===== src/rtl/byte_fifo_ctrl_2k.sv =====
// byte_fifo_ctrl_2k: pointer and flow-control stage that turns a 2^AW x DW
// dual-port RAM (sync write, one-cycle registered read) into a
// first-word-fall-through byte FIFO. A 2-entry output buffer absorbs the
// RAM read latency so one byte can leave every cycle.
module byte_fifo_ctrl_2k #(
  parameter int AW = 11,
  parameter int DW = 8
) (
  input  logic          clk,
  input  logic          reset,
  input  logic          flush,
  input  logic          in_valid,
  output logic          in_ready,
  input  logic [DW-1:0] in_data,
  output logic          out_valid,
  input  logic          out_ready,
  output logic [DW-1:0] out_data,
  output logic [AW:0]   level,
  output logic          ram_we,
  output logic [AW-1:0] ram_a,
  output logic [DW-1:0] ram_di,
  output logic [AW-1:0] ram_dpra,
  input  logic [DW-1:0] ram_dpo
);

  localparam logic [AW:0] DEPTH = {1'b1, {AW{1'b0}}};
  localparam logic [AW:0] PTR_ONE = {{AW{1'b0}}, 1'b1};

  // Pointers carry one extra MSB so full (difference == DEPTH) and empty
  // (difference == 0) are distinguishable without a separate flag.
  logic [AW:0]   wr_ptr, rd_ptr, ram_used;
  logic          full, empty, push, pop, issue, inflight, clear;
  logic [1:0]    buf_cnt;
  logic          buf_head;
  logic          buf_tail;
  logic [2:0]    pending;
  logic [DW-1:0] buf_mem [2];

  // Combinational flow control: handshakes, read issue and occupancy.
  // NOTE: every output of this block is a continuous function of current
  // state and inputs with no conditional paths, so no latch can be inferred.
  always_comb begin
    clear     = reset || flush;
    ram_used  = wr_ptr - rd_ptr;
    full      = (ram_used == DEPTH);
    empty     = (ram_used == '0);
    in_ready  = !reset && !flush && !full;
    push      = in_valid && in_ready;
    out_valid = (buf_cnt != 2'd0) && !reset;
    pop       = out_valid && out_ready;
    // Bytes the buffer will hold after this edge, counting the read in flight.
    pending   = {1'b0, buf_cnt} + {2'b00, inflight} - {2'b00, pop};
    issue     = !empty && (pending < 3'd2);
    buf_tail  = buf_head ^ buf_cnt[0];
    out_data  = buf_mem[buf_head];
    level     = ram_used + {{AW{1'b0}}, inflight} + {{(AW-1){1'b0}}, buf_cnt};
    ram_we    = push;
    ram_a     = wr_ptr[AW-1:0];
    ram_di    = in_data;
    ram_dpra  = rd_ptr[AW-1:0];
  end

  // RAM pointers and the read-in-flight flag; clear drops any pending read.
  // NOTE: sequential state uses non-blocking assignments so every register
  // samples pre-edge values regardless of statement order.
  always_ff @(posedge clk) begin
    if (clear) begin
      wr_ptr   <= '0;
      rd_ptr   <= '0;
      inflight <= 1'b0;
    end else begin
      if (push)  wr_ptr <= wr_ptr + PTR_ONE;
      if (issue) rd_ptr <= rd_ptr + PTR_ONE;
      inflight <= issue;
    end
  end

  // Output buffer bookkeeping: head index and occupancy.
  always_ff @(posedge clk) begin
    if (clear) begin
      buf_cnt  <= 2'd0;
      buf_head <= 1'b0;
    end else begin
      if (pop) buf_head <= ~buf_head;
      buf_cnt <= buf_cnt + {1'b0, inflight} - {1'b0, pop};
    end
  end

  // Capture returning RAM data behind the current head. When the buffer is
  // full a capture only happens alongside a pop, so the tail slot is the one
  // being freed and no unpopped byte is overwritten.
  // NOTE: the storage itself is not reset; buf_cnt gates its visibility, so
  // clearing the data would only cost reset fan-out.
  always_ff @(posedge clk) begin
    if (inflight && !clear) buf_mem[buf_tail] <= ram_dpo;
  end

endmodule


===== config.mk =====
export PLATFORM = sky130hd
export DESIGN_NAME = byte_fifo_ctrl_2k
export DESIGN_NICKNAME = d
export VERILOG_FILES = /design/src/rtl/byte_fifo_ctrl_2k.sv
export SDC_FILE = /design/constraint.sdc
export NUM_CORES = 1
export LEC_CHECK = 0
export ABC_CLOCK_PERIOD_IN_PS = 5100
export CAP_MARGIN = 20
export CORE_ASPECT_RATIO = 0.6
export CORE_MARGIN = 2
export CORE_UTILIZATION = 55
export CTS_CLUSTER_SIZE = 10
export DETAILED_ROUTE_END_ITERATION = 10
export PLACE_DENSITY = 0.95
export SLEW_MARGIN = 10
export SYNTH_ARGS = -nofsm -noshare
export SYNTH_HDL_FRONTEND = slang
export SYNTH_SLANG_ARGS = --single-unit

===== constraint.sdc =====
create_clock -name clk -period 5.1 [get_ports clk]
set_input_delay 0.765 -clock clk [delete_from_list [all_inputs] [get_ports clk]]
set_output_delay 0.765 -clock clk [all_outputs]
set_load 0.05 [all_outputs]

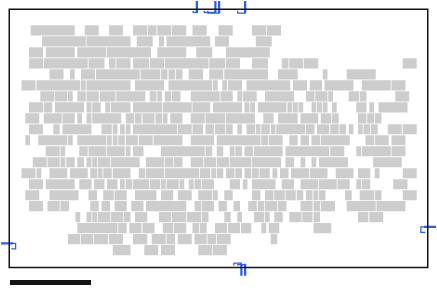
(run_1/port_trees.png)
Scale bar: 20 µm.
Key: blue = `ram_di` [bits 8, direction output, edge 4 north, 2 south, 1 east, 1 west, end cells 0, buffers 0, wire 23.4 µm]
Boundary Pins: 74
Buffers on Ports: 57

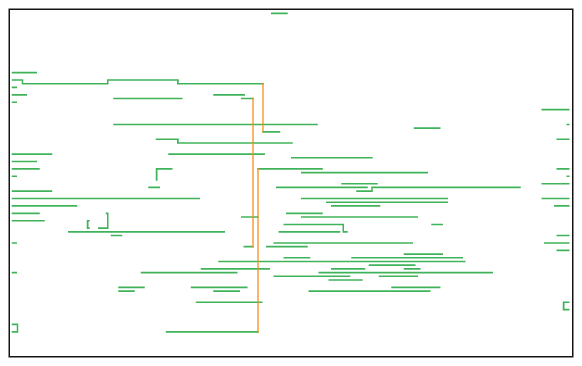
(run_1/layers.png)
Two of the layers only.
Key: green = M3 [wire length 844 µm]; orange = M4 [wire length 66.0 µm]
global-route usage over all layers: 0.2635
via count: 2,736
final wirelength: 8269 µm

==> flow_metrics.py, run 1 <==
# Auto-generated metrics
metrics = {
    "final_layout": {
        "drive_gt1_frac": 0.08753,
        "ff_count": 45,
        "final_util": 0.6771,
        "design_area_mm2": 0.003807,
        "nNonClkInverters": 23,
        "comb_share": 0.4834,
        "fill_cells": 438,
        "lay_top_cells": "clkdlybuf4s50_1, dfxtp_1, inv_1, nand2_1, nor2_1",
        "buf_share": 0.1538,
        "syn_to_final_growth_pct": 17.26,
        "reg_top3": "buf_mem x16, rd_ptr x12, wr_ptr x12",
        "finalNonFillerCells": 457,
        "antennaDiodeCount": 0,
        "logic_area_mm2": 0.001841,
        "final-clk-cell-share": 0.03516,
    },
    "global_routing": {
        "use_met1": 0.3834,
        "grt_pass1_vias": 2595,
        "grt_max_degree": 22,
        "grt_pass1_wl_um": 13220,
        "use_met3": 0.08324,
        "grt_overflow": 0,
        "grt.met2_usage": 0.3912,
        "busiest_layer": "met2",
    },
    "synth": {
        "mux_share": 0.04933,
        "synth_flop_count": 45,
        "syn_nets": 391,
        "syn_inst": 350,
        "yosysWarnings": 0,
        "syn_avg_cell_area_um2": 9.277,
        "synth_cell_types": 62,
        "xor_area_frac": 0.07283,
        "fa_ha_area_frac": 0.08632,
        "synth-edff-count": 16,
        "top_cells_by_count": "buf_4, dfxtp_1, inv_1, nand2_1, nor2_1",
        "yosysTopAreaCell": "dfxtp_1",
        "ys_sh_simple": 0.1938,
        "async_flop_share": 0,
        "yosys_area_mm2": 0.003247,
        "most_common_cell": "buf_4",
        "netlist_area_mm2": 0.003247,
        "synthTopCellsByArea": "dfxtp_1, edfxtp_1, buf_4",
        "dominantRegCellSynth": "dfxtp_1",
        "ys_seq_frac": 0.3268,
        "ys_sh_aoi": 0.1592,
    },
    "critical_path": {
        "reg2reg_slack_ns": 1.65,
        "startpoint_type": "flip-flop",
        "crit_cells": 12,
        "worst_path_max_delay_cell": "clkdlybuf4s50_1",
        "end_kind": "output pin",
        "critical_path_class": "flip-flop to output pin",
        "r2r_cells": 11,
        "regToRegStartpoint": "rd_ptr[0]",
        "r2r_end": "rd_ptr[10]",
        "arrival_ns": 4.05,
        "path_buffers": 2,
        "crit_chain": "ha_1 > inv_1 > fa_1 > a21o_1 > a221oi_2 > xnor2_1 > a2111oi_4 > nand4b_4 > nor2_2 > nor2_1 > and2_1 > clkdlybuf4s50_1",
        "cpPeakStageDelay_ns": 0.69,
        "cp_max_fo": 9,
    },
    "power": {
        "p_seq_frac": 0.359,
        "p_switching_mw": 0.3706,
        "switching_share": 0.3447,
        "p_total_mw": 1.075,
        "p_int_mw": 0.7046,
        "p_leak_nw": 1.311,
        "power.group.top": "sequential cells",
        "p_comb_mw": 0.374,
        "clock_power_mw": 0.316,
        "vdd_drop_max_v": 0.0002380,
    },
    "placement": {
        "dpl-instance-area_mm2": 0.003656,
        "post-dp-hpwl_um": 6342,
        "dpl.cell_count": 449,
        "gp_congestion": 0.9484,
        "place_worst_setup_slack_ns": 0.5401,
    },
    "timing": {
        "clock.fmax_ghz": 0.2075,
        "tns_ns": 0,
        "period_minus_slack_ns": 4.819,
        "final-setup-viol-count": 0,
        "maxSlewHeadroom": 0.5197,
        "hold_viol": 0,
        "finalCritPeriodShare": 0.9449,
        "holdWs_ns": 0.5080,
        "tightest_slew_ns": 0.7166,
    },
    "run": {
        "warnings": 26,
        "drv_cap": 0,
    },
    "floorplanning": {
        "taps": 80,
        "rows": 21,
        "dieHeight_um": 63.52,
        "floorplan.core_util": 0.5774,
        "die_area_mm2": 0.006554,
        "core_area_mm2": 0.005623,
    },
    "min_path": {
        "whs_path_depth": 2,
        "hold_path.class": "flip-flop to flip-flop",
        "hold_end": "rd_ptr[10]",
    },
    "status": {
        "outcome": "complete, no violations",
    },
    "cts": {
        "cts_setup_buffers": 0,
        "cts_tree": "built",
        "clk_pin_slew_ns": 0.08,
        "cts-htree-levels": 2,
        "cts-root-buf": "clkbuf_8",
        "cts_buffers": 5,
        "clock_latency_ns": 0.29,
        "cts.sinks": 45,
    },
    "routing": {
        "drtPass1Iterations": 5,
        "route.met3.wl_um": 843,
        "avgViaCountPerCell": 5.987,
        "ant_nets": 0,
    },
}
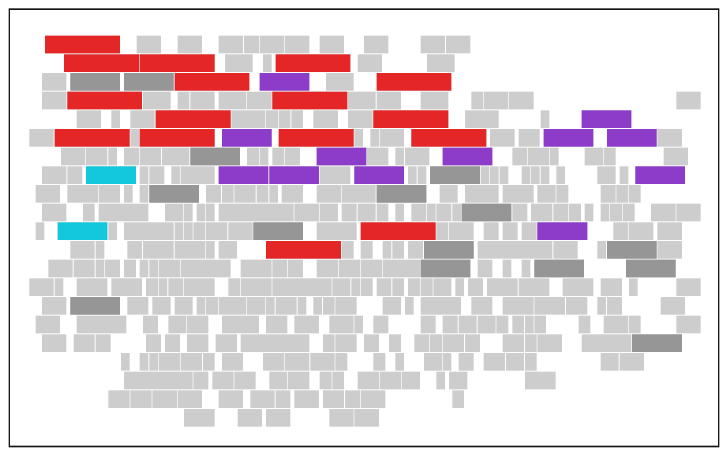
(run_1/ff_map.png)
Other sequential cells in the stronger gray, the rest of the logic in the fainter gray.
Key: red = `buf_mem` [placed flops 16]; cyan = `buf_cnt` [placed flops 2]; purple = `rd_ptr` [placed flops 12]
Another 15 sequential cells are not colored.
Sequential cell area: 0.001061 mm²
sequential power: 0.386 mW
flop share of the area: 0.2787

==> run_1/placed.png <==
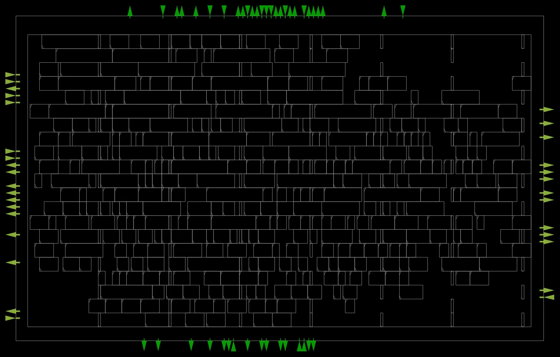

==> run 2: changes to the inputs <==
- CORE_MARGIN: 2 -> 5
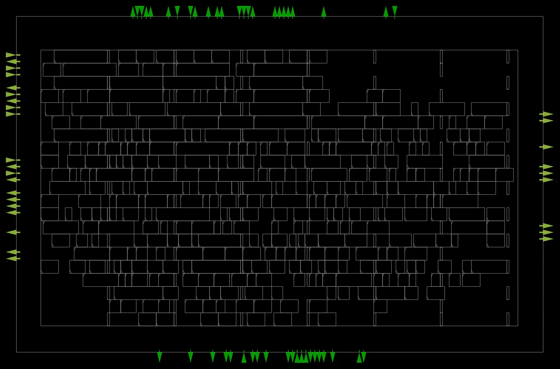
(run_2/placed.png)
fill cell count: 441
Std-Cell Rows: 21

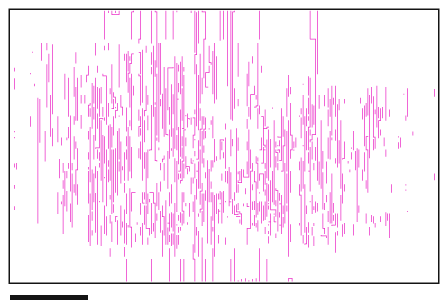
(run_2/m2.png)
Scale bar: 20 µm.
The longest straight run is 34.7 µm. The layer carries 3,510 µm of wire. The layer holds 42% of the routed length. 380 nets have wire on it. The wires run mostly vertical.
met2 GRT Util: 0.3204
via count: 2,747
final wirelength: 8292 µm

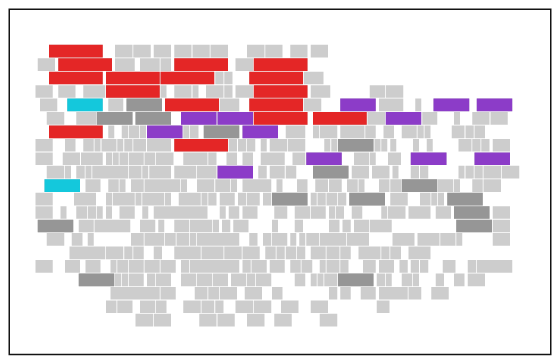
(run_2/ff_map.png)
Other sequential cells in the stronger gray, the rest of the logic in the fainter gray.
Key: cyan = `buf_cnt` [placed flops 2]; purple = `rd_ptr` [placed flops 12]; red = `buf_mem` [placed flops 16]
Another 15 sequential cells are not colored.
flop share of the area: 0.2800
sequential power: 0.385 mW

==> run 2 against run 1 <==
Effect of this change:
- hold slack better by 0.0015 ns
- worst setup slack got worse by 0.032 ns
- area after synthesis is the same
- register-to-register slack about the same
- power shrank 3.1%
- critical path type unchanged
- largest power group unchanged
==> flow_metrics.py, run 2 <==
# Auto-generated metrics
metrics = {
    "status": {
        "outcome": "complete, no violations",
    },
    "critical_path": {
        "regToRegStartpoint": "rd_ptr[0]",
        "cp.required_ns": 4.34,
        "startpoint_type": "flip-flop",
        "worst_path_max_delay_cell": "clkdlybuf4s50_1",
        "arrival_ns": 4.09,
        "cp_max_fo": 9,
        "r2r_cells": 11,
        "critical_path_class": "flip-flop to output pin",
        "r2r_end": "rd_ptr[8]",
        "crit_cells": 12,
        "crit_family": "AND-OR/OR-AND gates",
        "path_buffers": 2,
        "endpoint": "ram_we",
        "critPathLaunch": "rd_ptr[0]",
        "crit_chain": "ha_1 > inv_1 > fa_1 > a21o_1 > a221oi_2 > xnor2_1 > a2111oi_4 > nand4b_4 > nor2_2 > nor2_1 > and2_1 > clkdlybuf4s50_1",
        "end_kind": "output pin",
        "cpPeakStageDelay_ns": 0.69,
        "reg2reg_slack_ns": 1.65,
    },
    "timing": {
        "rsz0062_at_grt": "no",
        "finalCritPeriodShare": 0.9511,
        "final-setup-viol-count": 0,
        "tightest_slew_ns": 0.6358,
        "tns_ns": 0,
        "clock.fmax_ghz": 0.2062,
        "maxSlewHeadroom": 0.5755,
        "hold_viol": 0,
        "holdWs_ns": 0.5095,
        "period_minus_slack_ns": 4.851,
    },
    "final_layout": {
        "reg_top3": "buf_mem x16, rd_ptr x12, wr_ptr x12",
        "regArea_mm2": 0.001061,
        "layout_top_cell": "clkdlybuf4s50_1",
        "syn_to_final_growth_pct": 16.72,
        "largest_cell_class": "logic gates",
        "n_clock_buffer": 5,
        "final-clk-cell-share": 0.03070,
        "buf_share": 0.1558,
        "signal_buffers": 60,
        "ff_count": 45,
        "design_area_mm2": 0.003790,
        "antennaDiodeCount": 0,
        "logic_gates": 242,
        "regMostFlops": "buf_mem",
        "logic_area_mm2": 0.001836,
        "lay_top_cells": "clkdlybuf4s50_1, dfxtp_1, inv_1, nand2_1, nor2_1",
        "comb_share": 0.4843,
        "drive_gt1_frac": 0.08730,
        "finalNonFillerCells": 458,
        "fin_nets": 418,
        "largest_reg_flops": 16,
        "nNonClkInverters": 23,
        "final_util": 0.6709,
    },
    "synth": {
        "fa_ha_area_frac": 0.08632,
        "synth.logic.top_family": "simple AND/OR/NAND/NOR gates",
        "syn_avg_cell_area_um2": 9.277,
        "async_flop_share": 0,
        "yosys_area_mm2": 0.003247,
        "synthTopCellsByArea": "dfxtp_1, edfxtp_1, buf_4",
        "syn_inst": 350,
        "top_cells_by_count": "buf_4, dfxtp_1, inv_1, nand2_1, nor2_1",
        "ys_seq_frac": 0.3268,
        "syn_nets": 391,
        "netlist_area_mm2": 0.003247,
        "most_common_cell": "buf_4",
        "dominantRegCellSynth": "dfxtp_1",
        "yosysTopAreaCell": "dfxtp_1",
        "mux_share": 0.04933,
        "yosysWarnings": 0,
        "top_cell_area_share": 0.1788,
        "synth_cell_types": 62,
        "synth_flop_count": 45,
        "synth-edff-count": 16,
        "xor_area_frac": 0.07283,
        "ys_sh_aoi": 0.1592,
        "ys_sh_simple": 0.1938,
    },
    "cts": {
        "cts_resized": 0,
        "cts.sinks": 45,
        "cts_setup_buffers": 0,
        "clk_path_buf_depth": 2,
        "cts-htree-levels": 2,
        "ctsHoldBuffers": 0,
        "cts-root-buf": "clkbuf_8",
        "cts_buffers": 5,
        "cts_tree": "built",
        "clock_latency_ns": 0.30,
        "clk_pin_slew_ns": 0.09,
    },
    "power": {
        "switching_share": 0.3668,
        "p_leak_nw": 1.308,
        "clock_power_mw": 0.280,
        "vdd_drop_max_v": 0.0001890,
        "power.density_mw_per_mm2": 274.8,
        "power.group.top": "sequential cells",
        "p_seq_frac": 0.370,
        "p_total_mw": 1.041,
        "p_int_mw": 0.6594,
        "pwr-share-comb": 0.362,
        "p_switching_mw": 0.3820,
        "p_comb_mw": 0.377,
    },
    "global_routing": {
        "busiest_layer": "met2",
        "use_met1": 0.3183,
        "grt.total_usage": 0.2236,
        "grt_pass1_vias": 2626,
        "grt_overflow": 0,
        "use_met3": 0.08093,
        "grt_pass1_wl_um": 13330,
        "antenna_found_initial": 0,
        "grt_max_degree": 22,
    },
    "routing": {
        "drtPass1Iterations": 5,
        "route.met3.wl_um": 954,
        "avgViaCountPerCell": 5.998,
        "wl_per_cell_um": 18.10,
        "wl_met1_um": 3697,
        "ant_nets": 0,
    },
    "floorplanning": {
        "io_pins": 74,
        "dieHeight_um": 69.52,
        "fp.dieW_um": 109.2,
        "core_area_mm2": 0.005649,
        "die_area_mm2": 0.007590,
        "floorplan.core_util": 0.5748,
        "taps": 80,
    },
    "placement": {
        "gp_congestion": 0.9722,
        "dpl.cell_count": 449,
        "dpl-instance-area_mm2": 0.003656,
        "place_worst_setup_slack_ns": 0.5499,
        "io_buffer_count": 57,
        "post-dp-hpwl_um": 6450,
    },
    "min_path": {
        "hold_end": "rd_ptr[11]",
        "hold_start": "rd_ptr[11]",
        "whs_path_depth": 2,
        "hold_path.class": "flip-flop to flip-flop",
    },
    "run": {
        "drv_cap": 0,
        "warnings": 26,
    },
}
==> run_2/port_trees.png <==
Scale bar: 20 µm.
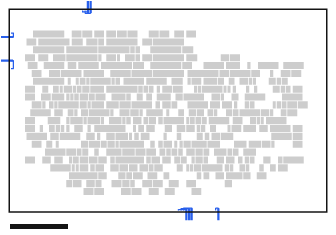

==> run 3: changes to the inputs <==
- ABC_CLOCK_PERIOD_IN_PS: 5100 -> 4100
- CORE_UTILIZATION: 55 -> 46
- PLACE_DENSITY: 0.95 -> 0.86
- clock period: 5.1 -> 4.1 ns (I/O delays scaled with it)
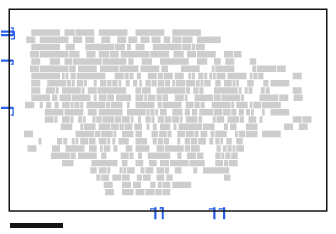
(run_3/port_trees.png)
Scale bar: 20 µm.
Key: blue = `ram_di` [bits 8, direction output, edge 4 south, 4 west, end cells 0, buffers 0, wire 24.8 µm]

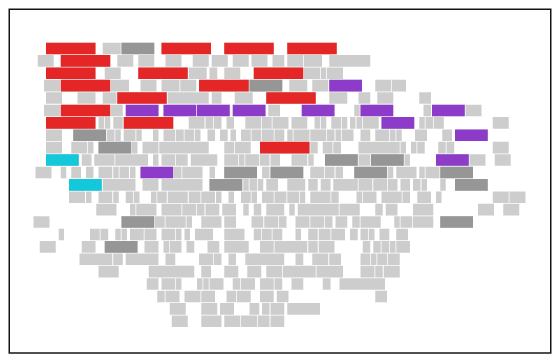
(run_3/ff_map.png)
Other sequential cells in the stronger gray, the rest of the logic in the fainter gray.
flop share of the area: 0.2715
Final Core Density: 0.5778
sequential power: 0.476 mW

==> run 3 against run 2 <==
Effect of this change:
- clock-buffer cell count unchanged
- design area increased by 3.1%
- die area up 17%
- area after synthesis stayed put
- via count fell by 1.5%
- first-iteration DRC count rose by 13%
- largest cell class unchanged
==> flow_metrics.py, run 3 <==
# Auto-generated metrics
metrics = {
    "status": {
        "outcome": "complete, no violations",
    },
    "placement": {
        "gp_congestion": 0.9104,
        "io_buffer_count": 57,
        "place_worst_setup_slack_ns": 0.2358,
        "dpl-instance-area_mm2": 0.003710,
        "post-dp-hpwl_um": 6399,
        "dpl.cell_count": 461,
    },
    "timing": {
        "hold_viol": 0,
        "period_minus_slack_ns": 3.953,
        "maxSlewHeadroom": 0.6165,
        "finalCritPeriodShare": 0.9642,
        "tightest_slew_ns": 0.5712,
        "tns_ns": 0,
        "rsz0062_at_grt": "no",
        "clock.fmax_ghz": 0.2530,
        "holdWs_ns": 0.4949,
        "final-setup-viol-count": 0,
    },
    "final_layout": {
        "final-clk-cell-share": 0.04451,
        "layout_top_cell": "clkdlybuf4s50_1",
        "logic_area_mm2": 0.001846,
        "fin_nets": 422,
        "largest_reg_flops": 16,
        "design_area_mm2": 0.003908,
        "fill_cells": 566,
        "signal_buffers": 64,
        "regArea_mm2": 0.001061,
        "lay_top_cells": "clkdlybuf4s50_1, dfxtp_1, inv_1, nand2_1, nor2_1",
        "finalNonFillerCells": 469,
        "n_clock_buffer": 5,
        "logic_gates": 242,
        "buf_share": 0.1617,
        "syn_to_final_growth_pct": 20.35,
        "drive_gt1_frac": 0.1178,
        "regMostFlops": "buf_mem",
        "antennaDiodeCount": 0,
    },
    "synth": {
        "syn_inst": 350,
        "dominantRegCellSynth": "dfxtp_1",
        "syn_avg_cell_area_um2": 9.277,
        "yosysTopAreaCell": "dfxtp_1",
        "synth_cell_types": 62,
        "synthTopCellsByArea": "dfxtp_1, edfxtp_1, buf_4",
        "synth.logic.top_family": "simple AND/OR/NAND/NOR gates",
        "most_common_cell": "buf_4",
        "yosys_area_mm2": 0.003247,
        "ys_sh_aoi": 0.1592,
        "ys_seq_frac": 0.3268,
        "ys_sh_simple": 0.1938,
        "yosysWarnings": 0,
        "syn_nets": 391,
        "top_cells_by_count": "buf_4, dfxtp_1, inv_1, nand2_1, nor2_1",
        "xor_area_frac": 0.07283,
        "mux_share": 0.04933,
        "synth_flop_count": 45,
    },
    "floorplanning": {
        "core_area_mm2": 0.006763,
        "io_pins": 74,
        "dieHeight_um": 75.08,
        "rows": 23,
        "taps": 87,
    },
    "power": {
        "p_seq_frac": 0.330,
        "switching_share": 0.3473,
        "clock_power_mw": 0.473,
        "pwr-share-comb": 0.342,
        "power_frac_clock": 0.328,
        "power.density_mw_per_mm2": 369.2,
        "p_int_mw": 0.9415,
        "p_total_mw": 1.443,
        "vdd_drop_max_v": 0.0002065,
        "p_comb_mw": 0.494,
        "power.group.top": "combinational cells",
    },
    "critical_path": {
        "cp_max_fo": 4,
        "startpoint_type": "flip-flop",
        "r2r_end": "rd_ptr[6]",
        "crit_cells": 10,
        "endpoint": "level[4]",
        "worst_path_max_delay_cell": "clkdlybuf4s50_1",
        "cp.required_ns": 3.48,
        "reg2reg_slack_ns": 0.72,
        "path_buffers": 4,
        "end_kind": "output pin",
        "critPathLaunch": "wr_ptr[0]",
        "arrival_ns": 3.34,
        "r2r_cells": 13,
        "critical_path_class": "flip-flop to output pin",
        "regToRegStartpoint": "wr_ptr[0]",
        "crit_family": "adder cells",
    },
    "min_path": {
        "whs_path_depth": 2,
        "hold_path.class": "flip-flop to flip-flop",
        "hold_end": "rd_ptr[9]",
    },
    "global_routing": {
        "grt_overflow": 0,
        "use_met3": 0.04054,
        "antenna_found_initial": 0,
        "grt_pass1_wl_um": 12830,
        "grt_pass1_vias": 2587,
        "use_met1": 0.2487,
        "grt.total_usage": 0.1811,
        "busiest_layer": "met2",
    },
    "routing": {
        "route.met3.wl_um": 638,
        "avgViaCountPerCell": 5.768,
        "drtPass1Iterations": 5,
        "ant_nets": 0,
        "wl_per_cell_um": 17.27,
    },
    "cts": {
        "cts_setup_buffers": 0,
        "ctsHoldBuffers": 0,
        "clk_pin_slew_ns": 0.07,
        "cts_buffers": 5,
        "cts_tree": "built",
        "cts.sinks": 45,
        "cts_resized": 1,
        "clock_latency_ns": 0.29,
        "cts-htree-levels": 2,
        "cts-root-buf": "clkbuf_16",
    },
}
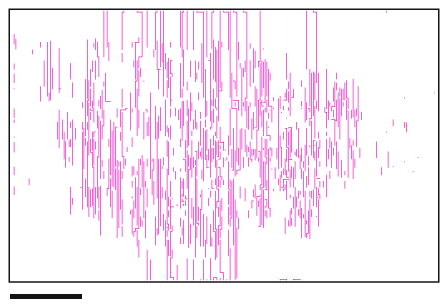
(run_3/m2.png)
Scale bar: 20 µm.
373 nets have wire on it. The longest straight run is 25.0 µm. The layer carries 3,630 µm of wire. The wires run mostly vertical. The layer holds 45% of the routed length.
final wirelength: 8101 µm
met2 GRT Util: 0.2854
via count: 2,705

Power is estimated from default activity; no workload was simulated.
